--- src/rtl/gcm_ctr_gen.sv ---
`default_nettype none
// ============================================================================
//  Module   : gcm_ctr_gen
//  Purpose  : GCM counter-block generator; emits a burst of counter blocks
//             with a modulo-2^INC_W low-field increment and valid/ready output.
//  Revision : 1.0  initial release
// ============================================================================
module gcm_ctr_gen #(
   parameter int BLOCK_W = 128,
   parameter int INC_W   = 32,
   parameter int LEN_W   = 16
) (
   input  logic               clk,
   input  logic               rst_n,
   input  logic               start,
   input  logic [BLOCK_W-1:0] iv_in,
   input  logic [LEN_W-1:0]   num_blocks,
   input  logic               abort,
   output logic               out_valid,
   input  logic               out_ready,
   output logic [BLOCK_W-1:0] out_block,
   output logic [LEN_W-1:0]   out_idx,
   output logic               busy,
   output logic               done,
   output logic               wrap
);

   typedef enum logic [1:0] {
      S_IDLE = 2'd0,
      S_RUN  = 2'd1,
      S_DONE = 2'd2
   } state_t;

   state_t             r_state;
   logic [BLOCK_W-1:0] r_block;
   logic [LEN_W-1:0]   r_idx;
   logic [LEN_W-1:0]   r_num;
   logic               r_valid;
   logic               r_busy;
   logic               r_done;
   logic               r_wrap;

   logic [BLOCK_W-1:0] w_next_block;
   logic               w_hs;
   logic               w_low_ones;
   logic               w_last;

   assign w_hs       = r_valid & out_ready;
   assign w_low_ones = &r_block[INC_W-1:0];
   assign w_last     = (r_idx == r_num - LEN_W'(1));

   // Upper bits never see a carry out of the low field.
   generate
      if (INC_W >= BLOCK_W) begin : g_full
         assign w_next_block = r_block + BLOCK_W'(1);
      end else begin : g_part
         assign w_next_block = {r_block[BLOCK_W-1:INC_W],
                                r_block[INC_W-1:0] + INC_W'(1)};
      end
   endgenerate

   always_ff @(posedge clk or negedge rst_n) begin
      if (!rst_n) begin
         r_state <= S_IDLE;
         r_block <= '0;
         r_idx   <= '0;
         r_num   <= '0;
         r_valid <= 1'b0;
         r_busy  <= 1'b0;
         r_done  <= 1'b0;
         r_wrap  <= 1'b0;
      end else begin
         case (r_state)
            S_IDLE: begin
               r_done <= 1'b0;
               if (start && !abort) begin
                  r_block <= iv_in;
                  r_num   <= num_blocks;
                  r_idx   <= '0;
                  r_wrap  <= 1'b0;
                  r_busy  <= 1'b1;
                  if (num_blocks != '0) begin
                     r_state <= S_RUN;
                     r_valid <= 1'b1;
                  end else begin
                     r_state <= S_DONE;
                     r_done  <= 1'b1;
                  end
               end
            end
            S_RUN: begin
               // A handshake taken in the abort cycle still advances the counter.
               if (w_hs) begin
                  r_block <= w_next_block;
                  r_idx   <= r_idx + LEN_W'(1);
                  if (w_low_ones) r_wrap <= 1'b1;
               end
               if (abort) begin
                  r_state <= S_IDLE;
                  r_valid <= 1'b0;
                  r_busy  <= 1'b0;
               end else if (w_hs && w_last) begin
                  r_state <= S_DONE;
                  r_valid <= 1'b0;
                  r_done  <= 1'b1;
               end
            end
            S_DONE: begin
               r_state <= S_IDLE;
               r_valid <= 1'b0;
               r_busy  <= 1'b0;
               r_done  <= 1'b0;
            end
            default: begin
               r_state <= S_IDLE;
               r_valid <= 1'b0;
               r_busy  <= 1'b0;
               r_done  <= 1'b0;
            end
         endcase
      end
   end

   assign out_valid = r_valid;
   assign out_block = r_block;
   assign out_idx   = r_idx;
   assign busy      = r_busy;
   assign done      = r_done;
   assign wrap      = r_wrap;

endmodule
`default_nettype wire

--- config.mk ---
export PLATFORM = sky130hd
export DESIGN_NAME = gcm_ctr_gen
export DESIGN_NICKNAME = d
export VERILOG_FILES = /design/src/rtl/gcm_ctr_gen.sv
export SDC_FILE = /design/constraint.sdc
export NUM_CORES = 1
export LEC_CHECK = 0
export CAP_MARGIN = 15
export CORE_ASPECT_RATIO = 1.5
export CORE_UTILIZATION = 38
export CTS_BUF_LIST = sky130_fd_sc_hd__clkbuf_16
export CTS_CLUSTER_SIZE = 40
export DETAILED_ROUTE_END_ITERATION = 16
export PLACE_DENSITY = 0.71
export SLEW_MARGIN = 20
export SYNTH_ARGS = -nofsm -noshare
export SYNTH_HDL_FRONTEND = slang
export SYNTH_SLANG_ARGS = --single-unit
--- constraint.sdc ---
create_clock -name clk -period 3.68 [get_ports clk]
set_clock_uncertainty 0.2 [all_clocks]
set_input_delay 0.552 -clock clk [delete_from_list [all_inputs] [get_ports clk]]
set_output_delay 0.552 -clock clk [all_outputs]
set_load 0.02 [all_outputs]
Fig. 1: close-up of the layout
Region (79, 122) to (99, 142) um. Cells in gray, sequential cells in the stronger gray; small squares are vias.
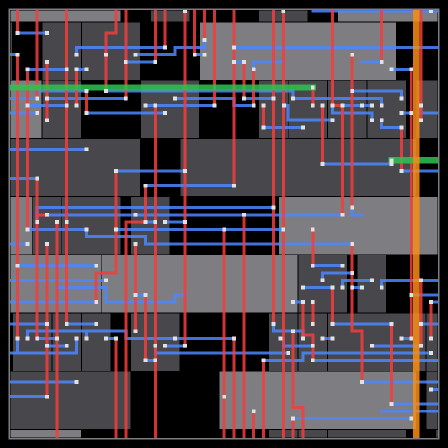
| layer | color |
|---|---|
| met2 | red |
| met1 | blue |
| met3 | green |
| met4 | orange |
cells with their middle in the window: 28
most frequent: nand2_1 (5), a21oi_1 (5), dfrtp_1 (4)
netlist names of flops here include: out_block (3), wrap (1)
sequential cells in the window: 4

Fig. 2: metal layers overlaid
(3 px per um) Two of the layers only.
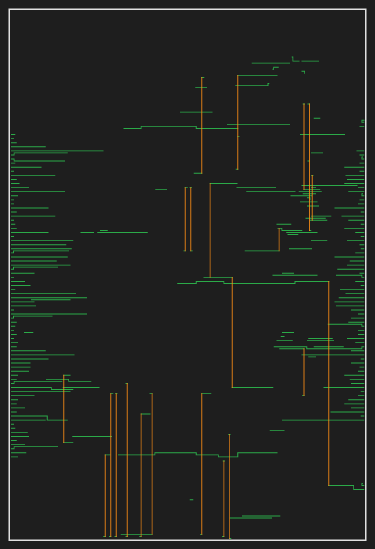
| layer | color | wire length |
|---|---|---|
| met3 | green | 1,710 um |
| met4 | orange | 741 um |

Fig. 3: clock wiring as the flow saved it
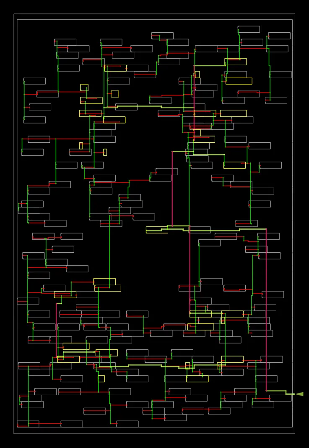
number of clock buffers in the layout: 17
clock sink count: 166

==> ci_impl_report.md <==
## PnR job results

| Metric | Value |
|---|---|
| Routed length per instance | `around 17 um` |
| Multi-In Gates | `676` |
| Clock Power | `roughly 2000 uW` |
| Pin slew with the least headroom to its limit | `around 0.8 ns` |
| Startpoint types | `register` |
| Total wire length | `between 20,000 and 25,000 um` |
| Crit. path cell count | `8` |
| Period utilization | `about four fifths` |
| Status | `completed` |
| Cell Area, Placed | `10,900 um2` |
| Combinational logic power | `about 2100 uW` |
| GR Util met2 | `slightly above 40%` |
| R2R setup slack | `0.77 ns` |
| Maximum fanout along the worst path | `4` |
| Port Buffer Count | `around 300` |
| Synth cell types | `around 63` |
| DR vias | `7,488` |
| I/O pin cnt | `297` |
| Leak | `about 0.0052 uW` |
| Worst r2r src | `r_num[0]$_DFFE_PN0P_` |
| Crit path capture type | `register` |
| Sequential share of cell area | `a little over a third` |
| Die area | `between 20,000 and 25,000 um2` |
| Flop area | `approximately 4200 um2` |
| CP Buf/Inv Count | `1` |
| Pre-CTS WS | `0.673 ns` |
| Commonest cells post-synth | `nand2_1, dfrtp_1, a21oi_1` |
| Initial antenna violation count | `1` |
| Grt peak-use layer | `met2` |
| Synth-to-layout area growth | `50.1%` |
| Max FFs per register | `between 100 and 150` |
| Largest net degree at the start of global routing | `between 100 and 150` |
| Die X | `around 120 um` |
| Count leader, synth | `nand2_1` |
| Drt first pass iters | `5` |
| Adder Area Share | `less than 1%` |
| CTS root buffer | `clkbuf_16` |
| Clk pwr share | `between 20% and 30%` |
| Post-cts resize count | `0` |
| Peak VDD IR | `between 0.3 and 0.4 mV` |
| RSZ-0062 raised after global routing | `no` |
| Pwr top | `sequential cells` |
| Nets@finish | `about 1,300` |
| Routed met3 length | `1710 um` |
| Reg clk slew, reported paths | `about 0.070 ns` |
| TritonCTS clock tree | `yes` |
| Chip Height | `~180 um` |
| Total global routing overflow | `0` |
| Syn Std Cell Area | `between 7000 and 8000 um2` |
| RR Endpoint | `r_state[0]$_DFFE_PN0P_` |
| Clock latency on the worst-skew pair | `around 0.43 ns` |
| Cell count in the Yosys report | `~900` |
| Syn. warnings | `0` |
| Sw frac | `around a third` |
| Buffering overhead | `26.5%` |
| Worst Hold Class | `register to register` |
| ClkCell Share | `5.49%` |
Power figures rest on the tool's default switching activity, not on a simulated workload.
